===== config.mk =====
export PLATFORM = sky130hd
export DESIGN_NAME = alu_op_decoder
export DESIGN_NICKNAME = d
export VERILOG_FILES = /design/src/rtl/alu_op_decoder.sv
export SDC_FILE = /design/constraint.sdc
export NUM_CORES = 1
export LEC_CHECK = 0
export ABC_CLOCK_PERIOD_IN_PS = 13340
export CORE_MARGIN = 3
export CORE_UTILIZATION = 54
export CTS_CLUSTER_DIAMETER = 50
export CTS_CLUSTER_SIZE = 24
export DETAILED_ROUTE_END_ITERATION = 12
export GPL_TIMING_DRIVEN = 0
export PLACE_DENSITY = 0.86
export SLEW_MARGIN = 40
export SYNTH_ARGS = -nofsm -noshare
export SYNTH_HDL_FRONTEND = slang
export SYNTH_SLANG_ARGS = --single-unit

===== constraint.sdc =====
create_clock -name CLK -period 13.34 [get_ports CLK]
set_input_delay 2.668 -clock CLK [delete_from_list [all_inputs] [get_ports CLK]]
set_output_delay 2.668 -clock CLK [all_outputs]
set_load 0.005 [all_outputs]

===== src/rtl/alu_op_decoder.sv =====
// MIPS32 decode stage feeding the ALU: registered output plus one skid entry.
// Optional macro ALU_DECODER_ILLEGAL_CNT_EN adds a saturating ILLEGAL_CNT output.

`ifndef OPERATOR_NOP
`define OPERATOR_NOP 4'd0
`define OPERATOR_ADD 4'd1
`define OPERATOR_SUB 4'd2
`define OPERATOR_AND 4'd3
`define OPERATOR_OR  4'd4
`define OPERATOR_XOR 4'd5
`define OPERATOR_NOR 4'd6
`define OPERATOR_SLL 4'd7
`define OPERATOR_SRL 4'd8
`define OPERATOR_SRA 4'd9
`endif

module alu_op_decoder #(
    parameter int WORD_LEN     = 32,
    parameter int OPERATOR_LEN = 4,
    parameter int REG_ADDR_LEN = 5
) (
    input  logic                    CLK,
    input  logic                    RST,
    input  logic                    IN_VALID,
    output logic                    IN_READY,
    input  logic [WORD_LEN-1:0]     INSTR,
    input  logic [WORD_LEN-1:0]     RS_DATA,
    input  logic [WORD_LEN-1:0]     RT_DATA,
    output logic                    OUT_VALID,
    input  logic                    OUT_READY,
    output logic [OPERATOR_LEN-1:0] OPERATOR,
    output logic [WORD_LEN-1:0]     OPERAND1,
    output logic [WORD_LEN-1:0]     OPERAND2,
    output logic [REG_ADDR_LEN-1:0] DEST_REG,
    output logic                    WB_EN,
    output logic                    ILLEGAL
`ifdef ALU_DECODER_ILLEGAL_CNT_EN
    ,
    output logic [15:0]             ILLEGAL_CNT
`endif
);

    typedef struct packed {
        logic [OPERATOR_LEN-1:0] op;
        logic [WORD_LEN-1:0]     a;
        logic [WORD_LEN-1:0]     b;
        logic [REG_ADDR_LEN-1:0] dest;
        logic                    wb;
        logic                    ill;
    } bundle_t;

    function automatic bundle_t decode(
        input logic [5:0]          opcode,
        input logic [5:0]          funct,
        input logic [4:0]          rt,
        input logic [4:0]          rd,
        input logic [4:0]          shamt,
        input logic [15:0]         imm,
        input logic [WORD_LEN-1:0] rs_data,
        input logic [WORD_LEN-1:0] rt_data
    );
        bundle_t d;
        logic    legal;
        logic [WORD_LEN-1:0] imm_sx;
        logic [WORD_LEN-1:0] imm_zx;
        imm_sx = {{(WORD_LEN-16){imm[15]}}, imm};
        imm_zx = {{(WORD_LEN-16){1'b0}}, imm};
        d      = '0;
        d.op   = OPERATOR_LEN'(`OPERATOR_NOP);
        d.a    = rs_data;
        d.dest = REG_ADDR_LEN'(rt);
        d.wb   = 1'b1;
        legal  = 1'b1;
        case (opcode)
            6'h00: begin
                d.dest = REG_ADDR_LEN'(rd);
                d.b    = rt_data;
                case (funct)
                    6'h20: d.op = OPERATOR_LEN'(`OPERATOR_ADD);
                    6'h22: d.op = OPERATOR_LEN'(`OPERATOR_SUB);
                    6'h24: d.op = OPERATOR_LEN'(`OPERATOR_AND);
                    6'h25: d.op = OPERATOR_LEN'(`OPERATOR_OR);
                    6'h26: d.op = OPERATOR_LEN'(`OPERATOR_XOR);
                    6'h27: d.op = OPERATOR_LEN'(`OPERATOR_NOR);
                    6'h00, 6'h02, 6'h03: begin
                        // Shifts operate on rt by the instruction's shamt field.
                        d.a = rt_data;
                        d.b = WORD_LEN'(shamt);
                        d.op = (funct == 6'h00) ? OPERATOR_LEN'(`OPERATOR_SLL) :
                               (funct == 6'h02) ? OPERATOR_LEN'(`OPERATOR_SRL) :
                                                  OPERATOR_LEN'(`OPERATOR_SRA);
                    end
                    default: legal = 1'b0;
                endcase
            end
            6'h08, 6'h23: begin d.op = OPERATOR_LEN'(`OPERATOR_ADD); d.b = imm_sx; end
            6'h0C: begin d.op = OPERATOR_LEN'(`OPERATOR_AND); d.b = imm_zx; end
            6'h0D: begin d.op = OPERATOR_LEN'(`OPERATOR_OR);  d.b = imm_zx; end
            6'h0E: begin d.op = OPERATOR_LEN'(`OPERATOR_XOR); d.b = imm_zx; end
            6'h2B: begin
                d.op   = OPERATOR_LEN'(`OPERATOR_ADD);
                d.b    = imm_sx;
                d.dest = '0;
                d.wb   = 1'b0;
            end
            default: legal = 1'b0;
        endcase
        if (d.dest == '0) d.wb = 1'b0;
        if (!legal) begin
            d     = '0;
            d.op  = OPERATOR_LEN'(`OPERATOR_NOP);
            d.ill = 1'b1;
        end
        return d;
    endfunction

    function automatic logic [15:0] sat_inc(input logic [15:0] v);
        return (v == 16'hFFFF) ? v : v + 16'd1;
    endfunction

    bundle_t dec_p0;
    bundle_t out_p1;
    bundle_t skid_p1;
    logic    out_valid_p1, skid_valid_p1, in_ready_p1;
    logic    out_valid_n, skid_valid_n;
    logic    load_out_dec, load_out_skid, load_skid;
    logic    accept_in, accept_out;
    logic    unused_rs_field;

    assign unused_rs_field = ^INSTR[25:21];

    // Stage p0: combinational decode of the incoming instruction
    assign dec_p0 = decode(INSTR[31:26], INSTR[5:0], INSTR[20:16], INSTR[15:11],
                           INSTR[10:6], INSTR[15:0], RS_DATA, RT_DATA);

    assign accept_in  = IN_VALID & in_ready_p1;
    assign accept_out = out_valid_p1 & OUT_READY;

    always_comb begin
        out_valid_n   = out_valid_p1;
        skid_valid_n  = skid_valid_p1;
        load_out_dec  = 1'b0;
        load_out_skid = 1'b0;
        load_skid     = 1'b0;
        if (accept_out) begin
            if (skid_valid_p1) begin
                load_out_skid = 1'b1;
                if (accept_in) load_skid = 1'b1;
                else           skid_valid_n = 1'b0;
            end else if (accept_in) begin
                load_out_dec = 1'b1;
            end else begin
                out_valid_n = 1'b0;
            end
        end else if (accept_in) begin
            if (!out_valid_p1) begin
                load_out_dec = 1'b1;
                out_valid_n  = 1'b1;
            end else begin
                load_skid    = 1'b1;
                skid_valid_n = 1'b1;
            end
        end
    end

    // Stage p1: output register, skid entry and registered ready
    always_ff @(posedge CLK or posedge RST) begin
        if (RST) begin
            out_valid_p1  <= 1'b0;
            skid_valid_p1 <= 1'b0;
            in_ready_p1   <= 1'b0;
        end else begin
            out_valid_p1  <= out_valid_n;
            skid_valid_p1 <= skid_valid_n;
            in_ready_p1   <= ~skid_valid_n;
        end
    end

    always_ff @(posedge CLK or posedge RST) begin
        if (RST) begin
            out_p1    <= '0;
            out_p1.op <= OPERATOR_LEN'(`OPERATOR_NOP);
        end else if (load_out_dec) begin
            out_p1 <= dec_p0;
        end else if (load_out_skid) begin
            out_p1 <= skid_p1;
        end
    end

    always_ff @(posedge CLK) begin
        if (load_skid) skid_p1 <= dec_p0;
    end

`ifdef ALU_DECODER_ILLEGAL_CNT_EN
    logic [15:0] illegal_cnt_p1;

    always_ff @(posedge CLK or posedge RST) begin
        if (RST) illegal_cnt_p1 <= '0;
        else if (accept_out && out_p1.ill) illegal_cnt_p1 <= sat_inc(illegal_cnt_p1);
    end

    assign ILLEGAL_CNT = illegal_cnt_p1;
`else
    logic [15:0] unused_sat_probe;
    assign unused_sat_probe = sat_inc(16'h0000);
`endif

    assign IN_READY  = in_ready_p1;
    assign OUT_VALID = out_valid_p1;
    assign OPERATOR  = out_p1.op;
    assign OPERAND1  = out_p1.a;
    assign OPERAND2  = out_p1.b;
    assign DEST_REG  = out_p1.dest;
    assign WB_EN     = out_p1.wb;
    assign ILLEGAL   = out_p1.ill;

endmodule


==> run_1/m1.png <==
Supply wires on this layer in gray. Cells faint in the background.
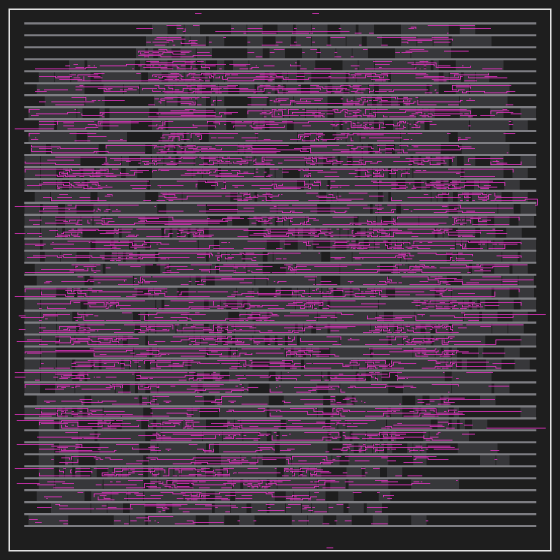
longest straight run: 50.6 µm
share of all routed wire: 37%
Total Wirelength: 24,300 µm
met1 Resource Use GR: 0.4253

==> run_1/congestion_map.png <==
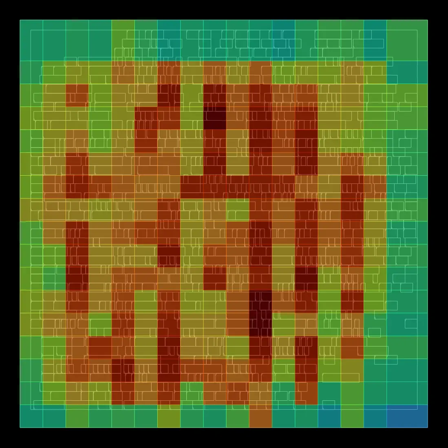
fin util: 0.7539
met3 usage: 0.09908
GRT Util Overall: 0.3277
met2 usage: 0.5073

==> flow_summary_export.csv, run 1 <==
group,metric,value,unit
logic_synthesis,mux_share,0.04031,
logic_synthesis,ys_area,0.007356,mm²
logic_synthesis,synth_warnings,0,
logic_synthesis,top_area_frac,0.3062,
power_and_ir_drop,fin_total_pwr,1.869,mW
layout,fin_cells,1077,
logic_synthesis,common_cells,"nand2_1 (108), nor2_1 (103), dfrtp_1 (78)",
layout,diodes,0,
layout,comb_area_share,0.2884,
logic_synthesis,synthCells,698,
clocking,clk_pin_slew_worst_paths,0.06,ns
layout,regMostFlops,"skid_p1",
layout,area_growth,36.27,%
logic_synthesis,ys_sh_xor,0.002381,
layout,logic_gates,486,
layout,largest_reg_flops,75,
final_timing,finalHoldViolCount,0,
worst_setup_path,path_max_fanout,10,
layout,final_common_cell,"clkdlybuf4s50_1",
logic_synthesis,synth_top_cell_by_area,"edfxtp_1",
logic_synthesis,ys_async_sr_fraction,0.5098,
layout,final_nets,988,
final_timing,rsz0062_at_grt,"false",
final_timing,min_period,4.878,ns
power_and_ir_drop,power_leakage,3.917,nW
die,dieArea,0.01506,mm²
placement,port_buffers,166,
logic_synthesis,simple_gate_area_frac,0.1694,
final_timing,slew_headroom,0.5110,
layout,clkbuf_count,23,
layout,layout-drive-gt1-share,0.1010,
worst_setup_path,critical_path_class,"input port to register",
run_status,outcome,"finished clean",
die,num_rows,42,
==> run_1/ff_map.png <==
Other sequential cells in the stronger gray, the rest of the logic in the fainter gray.
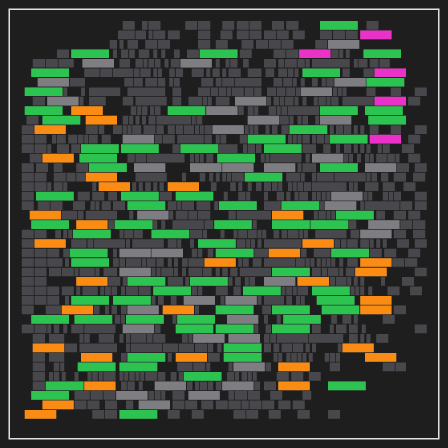
legend:
  orange:
    netlist_name: OPERAND1
    sequential_cells: 32
  green:
    netlist_name: skid_p1
    sequential_cells: 75
    where: all over the die
  magenta:
    netlist_name: DEST_REG
    sequential_cells: 5
    where: north-east
not colored: 41
Seq/total area: 0.4194
Seq power: 721 µW
FF+latch area: 0.004204 mm²

-- run 1: report_power, final --
group          internal (mW)  total (mW)  switching, mW
registers              0.638       0.721         0.0831
clock network          0.346       0.532          0.186
logic                  0.327       0.617          0.290
total                   1.31        1.87          0.559
-- run 1: critical path, stage by stage --
cell             delay (ns)
clkdlybuf4s50_1        0.49
nor2_1                 0.22
nand3_1                0.30
a21oi_2                0.46
clkbuf_1               0.59
nand3_1                0.24
a31oi_1                0.23
-- run 1: routing by layer --
metal  GRT usage  routed length (µm)  vias to the layer above
met5           0                   0                        -
met4      0.1519                 927                        0
met3     0.09908                2983                       96
met2      0.5073               11480                      578
met1      0.4253                8903                     3287
li1            -                   -                     2913
==> run_1/port_trees.png <==
The bar under the picture is 20 µm long.
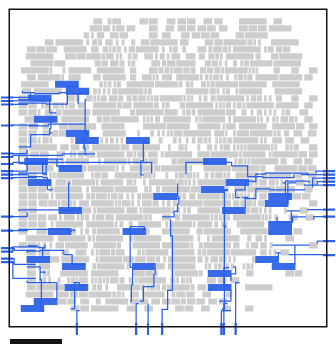

## Run 2: what changed since run 1
ABC_CLOCK_PERIOD_IN_PS = 3900   (was 13340)
CORE_UTILIZATION = 45   (was 54)
PLACE_DENSITY = 0.76   (was 0.86)
clock period = 3.9 ns   (was 13.34 ns; I/O delays follow)
==> run_2/port_trees.png <==
The bar under the picture is 50 µm long.
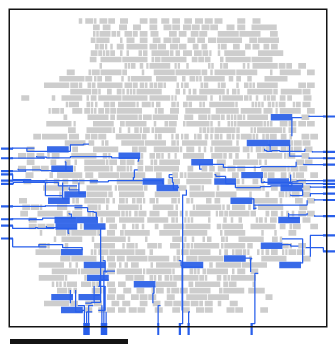
legend:
  blue:
    port: OPERAND1
    direction: output
    edge: 12 east, 10 west, 10 south
    end_cells: 32
    buffers: 32
    wire: 1,130 µm

==> run_2/congestion_map.png <==
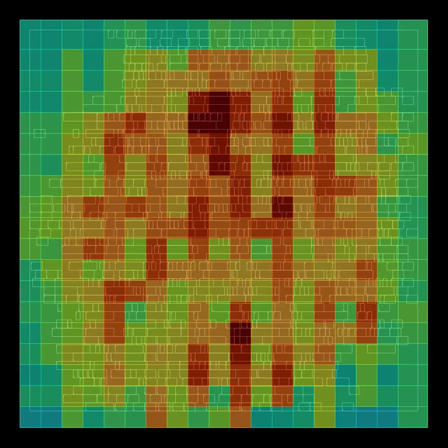
wire per inst: 20.87 µm
GRT Util Overall: 0.2610
GR peak layer: met2
met1 Resource Use GR: 0.3603

==> run_2/m1.png <==
Supply wires on this layer in gray. Cells faint in the background.
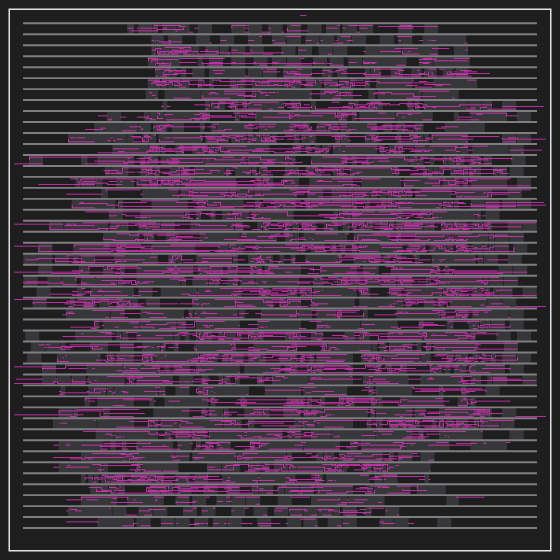
nets with wire on the layer: 883
longest straight run: 54.3 µm
share of all routed wire: 40%
main direction: horizontal
wire length on this layer: 9,380 µm
Total Wirelength: 23,320 µm
Vias: 6,458

==> run 2 against run 1 <==
  * Critical path depth stayed put
  * Synthesized cell count stayed put
  * Register-to-register slack got worse by 9.4 ns
  * Via count decreased by 6.1%
  * Clock skew is 0.0021 ns lower
  * Clock power grew to 3.3 times the previous value
  * Wire length down 4.0%
  * Clock-buffer cell count is 1 higher
  * Non-clock buffer count did not move
  * Global-route usage shrank 6.7 points
  * Setup slack got worse by 7.5 ns
  * Design area up 0.32%
==> flow_summary_export.csv, run 2 <==
group,metric,value,unit
run_status,outcome,"finished clean",
power_and_ir_drop,maxPowerGroup,"sequential cells",
logic_synthesis,synthCells,698,
power_and_ir_drop,pwr-share-seq,0.390,
worst_setup_path,crit_family,"simple AND/OR/NAND/NOR gates",
logic_synthesis,mux_share,0.04031,
logic_synthesis,simple_gate_area_frac,0.1694,
final_timing,finalHoldViolCount,0,
layout,largest_reg_flops,75,
layout,regMostFlops,"skid_p1",
layout,area_growth,36.71,%
worst_setup_path,worst_path_largest_cell_delay,0.56,ns
final_timing,rsz0062_at_grt,"false",
worst_setup_path,path_cells,"clkdlybuf4s50_1 > nor4_4 > nand2_1 > nor2_4 > buf_2 > mux2i_1 > nor2_1",
power_and_ir_drop,p_int,4.425,mW
worst_setup_path,slowest_stage,"clkdlybuf4s50_1",
global_routing,met2_usage,0.3936,
layout,fin_cells,1117,
worst_setup_path,critical_path_class,"input port to register",
logic_synthesis,synth_warnings,0,
power_and_ir_drop,p_comb,2.07,mW
layout,diodes,0,
die,num_rows,46,
layout,layout-drive-gt1-share,0.09989,
logic_synthesis,ys_async_sr_fraction,0.5098,
logic_synthesis,synth_top_cell_by_area,"edfxtp_1",
layout,final_common_cell,"clkdlybuf4s50_1",
run 2: cell counts after synthesis:
Identical to the previous run, type by type.
run 2: routing by layer:
metal | up-vias | part of all wire
met5 | - | 0
li1 | 2912 | -
met2 | 362 | 0.46
met4 | 0 | 0.029
met1 | 3141 | 0.40
met3 | 43 | 0.11
run 2: kinds of logic after synthesis:
kind of cell / count (synthesis)
and+or+nand+nor: 283
muxes: 29
xor gates and xnor gates: 2
AOI/OAI and AO/OA: 172
DFF: 153
buffers and inverters: 59
run 2: final cells by class:
class / count / area, µm²
inverter: 4 / 20.02
clock buffer: 24 / 481.7
sequential: 153 / 4204
buffer: 55 / 254.0
tap: 216 / 270.3
fill: 1304 / 5887
multi-input combinational: 486 / 2890
timing repair buffer: 171 / 1792
clock inverter: 8 / 143.9
No activity file was given, so power comes from the tool's default toggle rates.
